### Placed standard cells

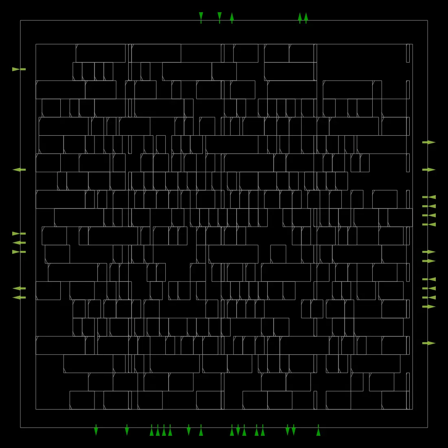
### Sizing map

Scale: 8 px per um.
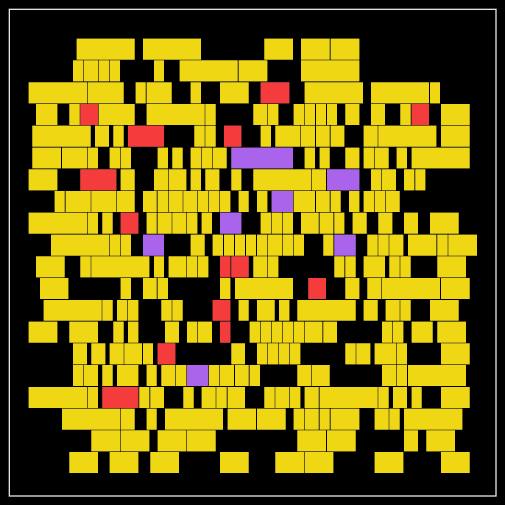
### Gate families picked out

Scale: 8 px per um.
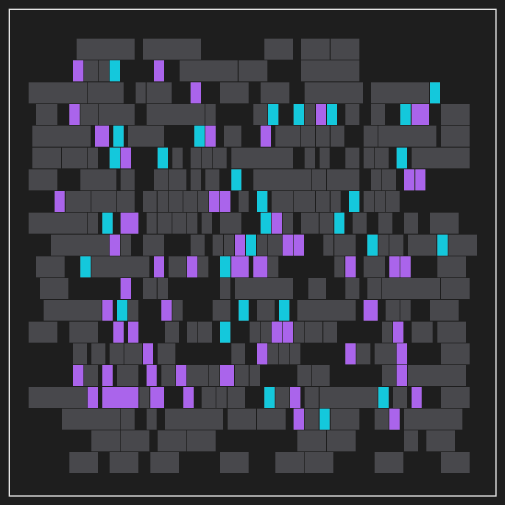
--- config.mk ---
export PLATFORM = sky130hd
export DESIGN_NAME = countdown_timer
export DESIGN_NICKNAME = d
export VERILOG_FILES = /design/src/rtl/countdown_timer_pkg.sv /design/src/rtl/countdown_timer_bcd_down_digit.sv /design/src/rtl/countdown_timer.sv
export SDC_FILE = /design/constraint.sdc
export NUM_CORES = 1
export LEC_CHECK = 0
export ABC_AREA = 1
export CORE_MARGIN = 2
export CORE_UTILIZATION = 50
export DETAILED_ROUTE_END_ITERATION = 10
export PLACE_DENSITY = 0.81
export SYNTH_ARGS = -nofsm -noshare
export SYNTH_HDL_FRONTEND = slang
export SYNTH_SLANG_ARGS = --single-unit
--- constraint.sdc ---
create_clock -name clk -period 2.6 [get_ports clk]
set_clock_uncertainty 0.1 [all_clocks]
set_input_delay 0.26 -clock clk [delete_from_list [all_inputs] [get_ports clk]]
set_output_delay 0.26 -clock clk [all_outputs]
set_load 0.02 [all_outputs]
--- src/rtl/countdown_timer_pkg.sv ---
`default_nettype none
// ============================================================================
// Module      : countdown_timer_pkg
// Description : Shared definitions for the countdown timer: BCD digit width,
//               per-digit maximum values, FSM state encoding and a helper
//               that sizes the sub-second counter.
// Ports       : (package, no ports)
// Revision    : 1.0 - initial release
// ============================================================================
package countdown_timer_pkg;

   localparam int BCD_W = 4;

   // Largest value a digit may hold: units digits roll to 9, the tens of
   // seconds digit rolls to 5.
   localparam logic [BCD_W-1:0] DIGIT_MAX_9 = 4'd9;
   localparam logic [BCD_W-1:0] DIGIT_MAX_5 = 4'd5;

   localparam int STATE_W = 2;
   localparam logic [STATE_W-1:0] S_IDLE    = 2'd0;
   localparam logic [STATE_W-1:0] S_PAUSED  = 2'd1;
   localparam logic [STATE_W-1:0] S_RUNNING = 2'd2;
   localparam logic [STATE_W-1:0] S_EXPIRED = 2'd3;

   // The sub-second counter is shared between the running phase (counts to
   // TICKS_PER_SEC) and the alarm phase (counts to ALARM_SECS*TICKS_PER_SEC),
   // so it is sized for the larger of the two. Never narrower than one bit.
   function automatic int cnt_width(input int ticks_per_sec, input int alarm_secs);
      int m;
      m = ticks_per_sec;
      if (alarm_secs * ticks_per_sec > m) begin
         m = alarm_secs * ticks_per_sec;
      end
      return (m > 1) ? $clog2(m) : 1;
   endfunction

endpackage : countdown_timer_pkg
`default_nettype wire

--- src/rtl/countdown_timer_bcd_down_digit.sv ---
`default_nettype none
// ============================================================================
// Module      : bcd_down_digit
// Description : One BCD down-counting digit. Loads a value (clamped to
//               MAX_VAL), decrements when enabled and wraps 0 -> MAX_VAL.
// Ports       : clk        - clock
//               rst        - synchronous active-high reset (digit -> 0)
//               i_load     - load strobe (has priority over decrement)
//               i_load_val - value to load, clamped to MAX_VAL
//               i_dec_en   - decrement this digit on this edge
//               o_digit    - current digit value
//               o_borrow   - digit is zero, so a decrement borrows from the
//                            next digit up
// Revision    : 1.0 - initial release
// ============================================================================
import countdown_timer_pkg::*;

module bcd_down_digit #(
   parameter logic [BCD_W-1:0] MAX_VAL = DIGIT_MAX_9
) (
   input  logic             clk,
   input  logic             rst,
   input  logic             i_load,
   input  logic [BCD_W-1:0] i_load_val,
   input  logic             i_dec_en,
   output logic [BCD_W-1:0] o_digit,
   output logic             o_borrow
);

   logic [BCD_W-1:0] r_digit;
   logic [BCD_W-1:0] w_load_clamped;

   assign w_load_clamped = (i_load_val > MAX_VAL) ? MAX_VAL : i_load_val;

   always_ff @(posedge clk) begin
      if (rst) begin
         r_digit <= '0;
      end else if (i_load) begin
         r_digit <= w_load_clamped;
      end else if (i_dec_en) begin
         r_digit <= (r_digit == '0) ? MAX_VAL : (r_digit - 1'b1);
      end
   end

   assign o_digit  = r_digit;
   assign o_borrow = (r_digit == '0);

endmodule : bcd_down_digit
`default_nettype wire

--- src/rtl/countdown_timer.sv ---
`default_nettype none
// ============================================================================
// Module      : countdown_timer
// Description : MM:SS BCD countdown timer with pause/resume and a timed
//               alarm after expiry.
// Ports       : clk         - clock, rising edge
//               reset       - synchronous active-high reset
//               tick        - one-cycle pulse from the shared divider
//               load        - capture load_digits (IDLE/PAUSED/EXPIRED)
//               load_digits - BCD {min_tens, min_ones, sec_tens, sec_ones}
//               start       - begin/resume countdown from PAUSED
//               stop        - pause countdown or silence the alarm
//               digits      - current time, same packing as load_digits
//               running     - high in RUNNING
//               alarm       - high in EXPIRED
//               done        - one-cycle pulse on entry to EXPIRED
// Revision    : 1.0 - initial release
// ============================================================================
import countdown_timer_pkg::*;

module countdown_timer #(
   parameter int TICKS_PER_SEC = 10,
   parameter int ALARM_SECS    = 5
) (
   input  logic        clk,
   input  logic        reset,
   input  logic        tick,
   input  logic        load,
   input  logic [15:0] load_digits,
   input  logic        start,
   input  logic        stop,
   output logic [15:0] digits,
   output logic        running,
   output logic        alarm,
   output logic        done
);

   localparam int CNT_W = cnt_width(TICKS_PER_SEC, ALARM_SECS);
   localparam logic [CNT_W-1:0] C_SEC_LAST   = CNT_W'(TICKS_PER_SEC - 1);
   localparam logic [CNT_W-1:0] C_ALARM_LAST = CNT_W'(ALARM_SECS * TICKS_PER_SEC - 1);

   logic [STATE_W-1:0] r_state;
   logic [CNT_W-1:0]   r_sub_cnt;
   logic               r_done;

   logic [15:0]        w_digits;
   logic [3:0]         w_borrow;
   logic [3:0]         w_dec_en;
   logic               w_load_acc;
   logic               w_sec_dec;
   logic               w_time_zero;
   logic               w_last_sec;

   // A stop strobe always masks the lower-priority strobes, even in states
   // where stop itself does nothing. Load is only acted on outside RUNNING.
   assign w_load_acc  = load && !stop && (r_state != S_RUNNING);

   assign w_time_zero = &w_borrow;

   // Current time is 00:01, so the coming decrement lands on 00:00.
   assign w_last_sec  = (&w_borrow[3:1]) && (w_digits[3:0] == 4'd1);

   // One-second decrement: last tick of the second while running. The
   // time-zero guard keeps the chain from ever wrapping below 00:00.
   assign w_sec_dec   = (r_state == S_RUNNING) && !stop && tick &&
                        (r_sub_cnt == C_SEC_LAST) && !w_time_zero;

   // Digit order: 0 = sec_ones, 1 = sec_tens, 2 = min_ones, 3 = min_tens.
   // Each digit decrements when the one below it is decrementing from zero.
   generate
      for (genvar k = 0; k < 4; k++) begin : g_digit
         localparam logic [BCD_W-1:0] C_MAX = (k == 1) ? DIGIT_MAX_5 : DIGIT_MAX_9;

         if (k == 0) begin : g_lsd
            assign w_dec_en[k] = w_sec_dec;
         end else begin : g_upper
            assign w_dec_en[k] = w_dec_en[k-1] && w_borrow[k-1];
         end

         bcd_down_digit #(
            .MAX_VAL (C_MAX)
         ) u_digit (
            .clk        (clk),
            .rst        (reset),
            .i_load     (w_load_acc),
            .i_load_val (load_digits[k*BCD_W +: BCD_W]),
            .i_dec_en   (w_dec_en[k]),
            .o_digit    (w_digits[k*BCD_W +: BCD_W]),
            .o_borrow   (w_borrow[k])
         );
      end
   endgenerate

   always_ff @(posedge clk) begin
      if (reset) begin
         r_state   <= S_IDLE;
         r_sub_cnt <= '0;
         r_done    <= 1'b0;
      end else begin
         r_done <= 1'b0;
         if (stop) begin
            if (r_state == S_RUNNING) begin
               // Sub-second count kept so a resume continues mid-second.
               r_state <= S_PAUSED;
            end else if (r_state == S_EXPIRED) begin
               r_state   <= S_IDLE;
               r_sub_cnt <= '0;
            end
         end else if (w_load_acc) begin
            r_state   <= S_PAUSED;
            r_sub_cnt <= '0;
         end else if (start && (r_state == S_PAUSED) && !w_time_zero) begin
            r_state <= S_RUNNING;
         end else if (tick) begin
            case (r_state)
               S_RUNNING: begin
                  if (r_sub_cnt == C_SEC_LAST) begin
                     r_sub_cnt <= '0;
                     if (w_last_sec) begin
                        r_state <= S_EXPIRED;
                        r_done  <= 1'b1;
                     end
                  end else begin
                     r_sub_cnt <= r_sub_cnt + 1'b1;
                  end
               end
               // The alarm duration reuses the sub-second counter.
               S_EXPIRED: begin
                  if (r_sub_cnt == C_ALARM_LAST) begin
                     r_state   <= S_IDLE;
                     r_sub_cnt <= '0;
                  end else begin
                     r_sub_cnt <= r_sub_cnt + 1'b1;
                  end
               end
               default: begin
               end
            endcase
         end
      end
   end

   assign digits  = w_digits;
   assign running = (r_state == S_RUNNING);
   assign alarm   = (r_state == S_EXPIRED);
   assign done    = r_done;

endmodule : countdown_timer
`default_nettype wire

==> impl_metrics.ini <==
; synthesis and place-and-route metrics
[critical_path]
cp-endpoint = running
rrSetupSlack_ns = 0.80
critPathSlowestCell = clkdlybuf4s50_1
r2r_cells = 11
rr_startpoint = r_sub_cnt[1]
startpoint = r_state[1]
cp_cell_sequence = inv_1 -> nor2_1 -> clkdlybuf4s50_1
arrival_ns = 1.61
worst_setup_path_end_kind = output port
critical_path.max_stage_delay_ns = 0.63
cp.depth = 3
r2r_end = g_digit[1].u_digit.o_digit[1]
path_buffers = 2
critical_path_class = reg -> out
crit_fanout = 4
crit_path_start_kind = register
required_ns = 2.24

[placement]
dpl_worst_slack_ns = 0.5090
post_dp_cell_area_sq_um = 2041
dp.cells = 332
dpl.hpwl_um = 2849
gp_congestion = 0.8518
numPortBuffers = 40

[route]
viasPerCell = 5.080
first_iter_violations = 96
wl_met3_um = 189
top_layer_used = met4
via_count = 1707
drt_pass1_iterations = 4
ant_nets = 0
dr_wl_met2_um = 1723
wirelength_um = 3669
wl_met1_um = 1738
drc_errors = 0

[yosys]
top_area_share_pct = 31.18
yosys.area_share.simple_pct = 38.74
async_reset_ff_share_pct = 0
yosys.area_share.xor_xnor_pct = 2.728
post_synth_num_cell_types = 32
top_logic_kind = simple AND/OR/NAND/NOR gates
most_common_cell = nand2_1
synth_adder_area_share_pct = 1.559
synth-edff-count = 0
synth.avg_cell_area_sq_um = 6.370
ys_cells = 252
synth-main-ff-cell = dfxtp_1
syn_area_sq_um = 1605
ys_sh_mux_pct = 0
yosysSeqAreaShare_pct = 31.18
ys_warn_count = 0
synthCells = 252
ys_chip_area_sq_um = 1605
top_cells_by_area = dfxtp_1 (31%), nand2_1 (12%), nor2_1 (11%)
compound_area_share_pct = 16.84
common_cells = nand2_1 (50), nor2_1 (46), inv_1 (26)

[power]
power.total_w = 0.0009555
pwr-share-comb_pct = 35.3
seqPwrFrac_pct = 46.1
pg_seq_w = 0.000441
power_leakage_nw = 0.8828
pg_clk_w = 0.000178
power_frac_clock_pct = 18.6
p_comb_w = 0.000337
powerDensity_nw_per_um2 = 462.3
swShare_pct = 35.76
internal_power_w = 0.0006138
maxPowerGroup = registers

[clock_tree]
cts_buffer_depth = 2
cts.clk_slew.worst_paths_ns = 0.14
postCtsSetupRepairBufs = 0
cts.hold.buffers_added = 0
numCtsBuffers = 3
cts.htree.levels = 1
clk_latency_ns = 0.32
cts_root_buf = clkbuf_4
cts_tree = built

[global_route]
grt.met3_usage_pct = 3.838
groute.usage.overall_pct = 21.21
use_met1_pct = 26.75
grt_pass1_wl_um = 6106
grt_pass1_vias = 1487
use_met2_pct = 37.79
grt_remaining_overflow = 0
grt_antenna_before_repair = 0

[die]
fp-utilization_pct = 52.58
die_h_um = 60.66
dieArea_sq_um = 3680
row_count = 20
die_w_um = 60.66
num_io_pins = 41
core_area_sq_um = 3053

[finish]
logic_gate_count = 192
clock_area_share_pct = 1.271
largest_cell_class = combinational gates
sh_seq_area_pct = 24.21
flop_area_sq_um = 500.5
largest_reg_flops = 16
final_cell_mix = nand2_1 (50), nor2_1 (46), clkdlybuf4s50_1 (40)
seq_cells = 25
drive_above_1_share_pct = 7.192
n_clock_buffer = 4
final-comb-area_sq_um = 960.9
fin_nets = 317
nNonClkInverters = 29
nonClkBufAreaFrac_pct = 20.10
fill_cells = 295
diodes = 0

[sta]
holdWs_ns = 0.4014
relSlewSlack_pct = 71.33
worst_slew_pin_slew_ns = 0.4295
finalCritPeriodShare_pct = 75.74
period_minus_slack_ns = 1.969
maxSlewViolCount = 0
setup_viol = 0
tns_ns = 0
rsz0062_at_grt = no
fmax_mhz = 507.8
hold_viol_final = 0

[min_path]
worstHoldStart = reset
whs_path_depth = 2
holdPathEnd = g_digit[0].u_digit.o_digit[2]
hp-class = in -> reg

[run]
drv_cap = 0

[status]
status = completed
Back to the opening pictures, 'Placed standard cells':
TAP cells: 44
Final Non-Filler Cells: 336
Layout Utilization: 67.70%

Back to the opening pictures, 'Sizing map':
yellow -> drive 1 or less  # cells 271, most used nand2_1
red -> drive 2  # cells 14, most used nand2_2
purple -> drive 3 to 4  # cells 7, most used clkbuf_4
Final Instance Area: 2067 sq um
Non-clk bufs: 42
synthesis-to-layout area growth: 28.76%
PnR worst setup slack: 0.6307 ns

Back to the opening pictures, 'Gate families picked out':
cyan -> inverters  # cells 29
purple -> NOR gates  # cells 55
logic share of the area: 46.49%
dominant logic cell type in the layout: nand2_1

Power and IR drop assume default switching activity.
